===== config.mk =====
export PLATFORM = sky130hd
export DESIGN_NAME = instr_fetch_unit
export DESIGN_NICKNAME = d
export VERILOG_FILES = /design/src/rtl/instr_fetch_unit.sv
export SDC_FILE = /design/constraint.sdc
export NUM_CORES = 2
export LEC_CHECK = 0
export ABC_AREA = 1
export CAP_MARGIN = 0
export CORE_MARGIN = 4
export CORE_UTILIZATION = 55
export DETAILED_ROUTE_END_ITERATION = 10
export HOLD_SLACK_MARGIN = 0.1
export PLACE_DENSITY_LB_ADDON = 0.25
export SYNTH_ARGS = -nofsm -noshare
export SYNTH_HDL_FRONTEND = slang
export SYNTH_SLANG_ARGS = --single-unit

===== constraint.sdc =====
create_clock -name clock -period 4.05 [get_ports clock]
set_clock_uncertainty 0.2 [all_clocks]
set_input_delay 0.81 -clock clock [delete_from_list [all_inputs] [get_ports clock]]
set_output_delay 0.81 -clock clock [all_outputs]
set_load 0.05 [all_outputs]

===== src/rtl/instr_fetch_unit.sv =====
// Stall-aware fetch stage: program store, pc, local jumps, BNE wait/redirect.
// Define FETCH_PERF_EN to add saturating issue/bubble/taken-branch counters.
module instr_fetch_unit #(
  parameter int PC_W    = 8,
  parameter int INSTR_W = 16
) (
  input  logic               clock,
  input  logic               reset,
  input  logic               start,
  input  logic [PC_W-1:0]    prog_len,
  input  logic               prog_we,
  input  logic [PC_W-1:0]    prog_addr,
  input  logic [INSTR_W-1:0] prog_data,
  output logic [INSTR_W-1:0] instruction,
  output logic               instr_valid,
  input  logic               instr_ready,
  input  logic               br_valid,
  input  logic               br_taken,
  output logic [PC_W-1:0]    pc,
  output logic               halted
`ifdef FETCH_PERF_EN
  ,
  output logic [15:0]        issued_cnt,
  output logic [15:0]        bubble_cnt,
  output logic [15:0]        branch_taken_cnt
`endif
);

  typedef enum logic [1:0] {
    IDLE,
    FETCH,
    BR_WAIT,
    HALT
  } state_t;

  localparam logic [PC_W-1:0] ONE = 1;

  state_t state, state_n;
  logic [PC_W-1:0]    pc_n;
  logic [INSTR_W-1:0] instr_n;
  logic               valid_n;
  logic               halted_n;

  logic [INSTR_W-1:0] mem [2**PC_W];
  logic [INSTR_W-1:0] cur;
  logic [15:0]        jmp_off;
  logic [15:0]        br_off;
  logic               slot_free;
  logic               idle_like;
  logic               is_end;
  logic               is_jmp;
  logic               is_bne;
  logic               br_ok;

  assign cur       = mem[pc];
  assign jmp_off   = {{4{cur[15]}}, cur[15:4]};
  assign br_off    = {{12{instruction[15]}}, instruction[15:12]};
  assign slot_free = !instr_valid || instr_ready;
  assign idle_like = (state == IDLE) || (state == HALT);
  assign is_end    = pc >= prog_len;
  assign is_jmp    = !is_end && (cur[3:0] == 4'hF);
  assign is_bne    = !is_end && (cur[3:0] == 4'hE);
  // Outcome only counts once the branch itself has left the slot
  assign br_ok     = (state == BR_WAIT) && br_valid && slot_free;

  always_ff @(posedge clock) begin
    if (prog_we && idle_like)
      mem[prog_addr] <= prog_data;
  end

  always_ff @(posedge clock) begin
    if (reset) begin
      state       <= IDLE;
      pc          <= '0;
      instruction <= '0;
      instr_valid <= 1'b0;
      halted      <= 1'b0;
    end else begin
      state       <= state_n;
      pc          <= pc_n;
      instruction <= instr_n;
      instr_valid <= valid_n;
      halted      <= halted_n;
    end
  end

  always_comb begin
    state_n  = state;
    pc_n     = pc;
    instr_n  = instruction;
    valid_n  = instr_valid;
    halted_n = halted;
    unique case (state)
      IDLE: begin
        if (start) begin
          pc_n    = '0;
          state_n = FETCH;
        end
      end
      FETCH: begin
        if (slot_free) begin
          unique case (1'b1)
            is_end: begin
              valid_n  = 1'b0;
              halted_n = 1'b1;
              state_n  = HALT;
            end
            is_jmp: begin
              pc_n    = pc + jmp_off[PC_W-1:0];
              valid_n = 1'b0;
            end
            is_bne: begin
              instr_n = cur;
              valid_n = 1'b1;
              state_n = BR_WAIT;
            end
            default: begin
              instr_n = cur;
              valid_n = 1'b1;
              pc_n    = pc + ONE;
            end
          endcase
        end
      end
      BR_WAIT: begin
        if (instr_ready)
          valid_n = 1'b0;
        if (br_ok) begin
          pc_n    = br_taken ? pc + br_off[PC_W-1:0] : pc + ONE;
          state_n = FETCH;
        end
      end
      HALT: begin
        valid_n  = 1'b0;
        halted_n = 1'b1;
        if (start) begin
          halted_n = 1'b0;
          pc_n     = '0;
          state_n  = FETCH;
        end
      end
      default: state_n = IDLE;
    endcase
  end

`ifdef FETCH_PERF_EN
  logic clr;
  logic busy;
  assign clr  = start && idle_like;
  assign busy = (state == FETCH) || (state == BR_WAIT);

  always_ff @(posedge clock) begin
    if (reset || clr) begin
      issued_cnt       <= '0;
      bubble_cnt       <= '0;
      branch_taken_cnt <= '0;
    end else begin
      if (instr_valid && instr_ready && issued_cnt != 16'hFFFF)
        issued_cnt <= issued_cnt + 16'd1;
      if (busy && !instr_valid && bubble_cnt != 16'hFFFF)
        bubble_cnt <= bubble_cnt + 16'd1;
      if (br_ok && br_taken && branch_taken_cnt != 16'hFFFF)
        branch_taken_cnt <= branch_taken_cnt + 16'd1;
    end
  end
`endif

endmodule


==> impl.org <==
* Implementation run

** Outcome
- Run status :: complete, but fails checks
- Failing checks :: negative setup slack

** Final timing
- The critical path in the final layout is reported with a setup slack of -0.542 ns.
- The pin closest to its max-slew limit shows a slew of 1.02 ns.
- Total setup violations reported at the end of the flow :: 33
- Measured against its own limit, the worst slew margin works out to 32.0%.
- Maximum frequency from static timing analysis :: roughly 220 MHz
- Fin crit share :: 113%
- Setup repair after global routing could not meet its margin everywhere.

** Clock network
- After clock tree synthesis, the flow added hold-fix buffers numbering 1.
- Clock-pin slew of the registers on the worst-case setup and hold paths :: roughly 0.060 ns
- In this run, post-CTS repair resized a total of 291 instances.
- At the later pin of the worst-skew pair, clock insertion delay measures 0.92 ns.
- Clock buffer count from CTS :: 402

** Synth
- Post-synthesis share of cell area spent on xor and xnor gates :: 0.0689%
- Top logic cell family in the synthesized netlist :: simple AND/OR/NAND/NOR gates
- The synthesized netlist devotes 0.221% of its cell area to adder and majority cells.
- Tally of yosys warning messages :: 0
- Largest area contributor in the netlist :: edfxtp_1
- The post-synth register bit count is around 4100.
- Library cells used by synthesis :: 39
- Biggest area cells :: edfxtp_1, nand3_1, o21ai_0
- Synthesis area per yosys :: 165000 sq um
- Average size of a mapped cell :: 12.5 sq um
- The post-synth count of flops with an enable pin is between 4000 and 5000.

** Power and ir drop
- VDD IR-drop max :: 490 uV
- The power report attributes to the combinational group a share of 40.7%.
- Per the summary, power density relative to cell area is 739 nW/um^2.

** Final layout
- The post-route netlist has 14.7% of its cells at a drive strength greater than 1.
- Compared with the post-synthesis result, the final layout area differs by 17.6%.
- At the end of the flow, the number of nets in the layout was roughly 14000.

** Worst hold path
- Class of the tightest hold or removal check :: in -> reg
- Number of cells traversed by the worst hold path :: 1

** Floorplanning
- Core Util at FP :: 55.2%
- After floorplanning, the core was sized to cover 300000 sq um.

** Global route
- The layer flagged by global routing as most heavily used is met2.
- The initial antenna violation count was 24.
- The first global-routing pass estimated 730000 um of wire.
- For this run, global-route usage on met2 was measured as 48.0%.

** Setup path
- CP max-delay cell :: dfxtp_4
- CP max FO :: 21
- Cell family contributing the most delay on the critical path :: simple AND/OR/NAND/NOR gates

** Routing
- The wire length recorded after detailed routing is 502000 um.
- Detailed-route iteration 0 reported a violation count of 17300.
- Top layer reached by signal wires :: met5
- Wire length on met2 :: 226000 um
- Summed over all nets, wire length on met3 after detailed routing comes to 67200 um.
- The detailed router placed about 120k vias in this run.

** Placement
- RD Place Congestion :: 1.02

** Job
- OpenROAD warning count :: 37
## sequential cells by signal (all words and copies together), names as in the netlist, named ones only
name,cells
instruction,16
pc,8
mem,4096
instr_valid,1
state,2
halted,1
## through the flow
stage	area, sq um	instances
2_1_floorplan	165000	13200
3_3_place_gp	178000	17500
3_5_place_dp	178000	17500
4_1_cts	193000	18300
5_1_grt	194000	18300
6_report	194000	18300
## cell usage in the layout, fill, tap and decap left out, drive strengths merged
master / count
or2: 5
nor3: 3
o21ai: 1526
o31ai: 1
clkinvlp: 16
xnor2: 3
xor2: 10
a221oi: 1
fa: 2
nor2: 1850
nand4: 5
o211ai: 5
ha: 26
clkinv: 172
nand2: 1973
bufinv: 51
dlygate4sd3: 1
a41oi: 1
nand3: 1809
inv: 97
clkdlybuf4s50: 48
a21oi: 34
a31oi: 13
bufbuf: 18
diode: 16
buf: 1280
edfxtp: 4096
dfxtp: 36
nand3b: 2
o22ai: 753
clkbuf: 495
## logic make-up after synthesis
group           count (synthesis)
simple gates                 5647
flops                        4132
compound gates               2334
buf+inv                      1030
fa+ha+maj                      28
xor+xnor                       13
## final cells by class
cell class / instances / area, sq um
multi-input cells: 8022 / 37900
repair buffers: 1358 / 14200
clock buffers: 484 / 10500
well taps: 3958 / 4950
clock inverters: 247 / 2650
diodes: 16 / 40.0
repair inverters: 3 / 36.3
fillers: 21100 / 105000
inverters: 86 / 388
flip-flops and latches: 4132 / 124000
## power by group through the flow
stage          sequential, uW  clock [uW]  combinational [uW]
6_report                47500       37700               58400
5_1_grt                 47500       39800               61600
3_3_place_gp            48500           0               50500
2_1_floorplan           48500           0               27900
3_5_place_dp            48500           0               51300
4_1_cts                 47500       37900               55200
### Layout detail

Region (407, 407) to (427, 427) um. Cells in grey, sequential cells in the stronger grey; small squares are vias.
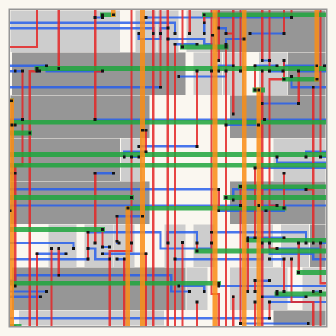
legend:
  met4:
    colour: orange
  met2:
    colour: red
  met1:
    colour: blue
  met3:
    colour: green
netlist names of flops here include: mem (8)
most frequent: nand3_1 (8), edfxtp_1 (8), nand2_1 (6)
cells with their middle in the window: 28
sequential cells in the window: 8

### Local utilization

The die is cut into 28 by 28 equal tiles; white is low, dark blue is high, 0 to 100% covered.
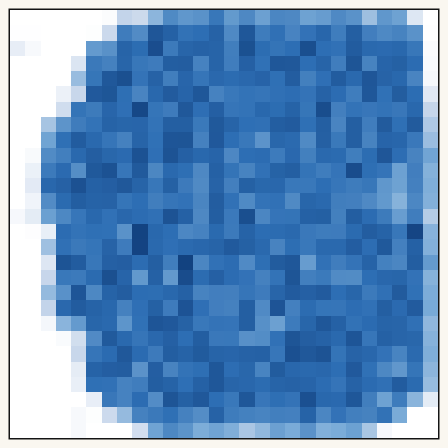
emptiest ninth of the die: lower left
mean over tiles: 61%
tiles over 75% full: 39%
fullest tile: 93%

### I/O pins on the die edge

The bar under the picture is 200 um long. Pins as bars across the die edge, other pins in grey.
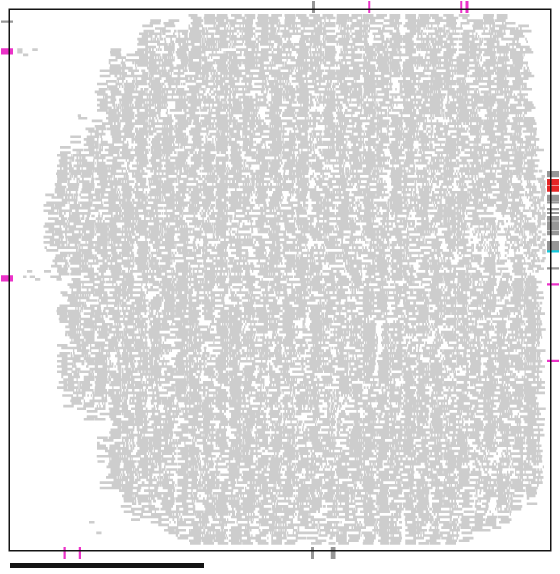
legend:
  prog_len:
    colour: red
    pins: 8
    direction: input
    edge: right
  prog_data:
    colour: magenta
    pins: 16
    direction: input
    edge: 8 left, 4 top, 2 right, 2 bottom
  halted:
    colour: cyan
    pins: 1
    direction: output
    edge: right
all pins by edge: 42 right, 9 left, 8 bottom, 6 top
Die Y: 556 um
die x size: 556 um

### Cell placement

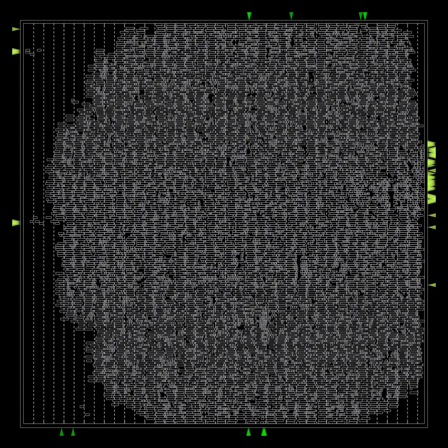
share of the final layout cell area in sequential cells: 63.7%
Tap Count: 3958
Fill cells: 21100
Layout Cells excl Fill: 18300
Final Core Density: 64.9%

No activity file was given, so power comes from the tool's default toggle rates.
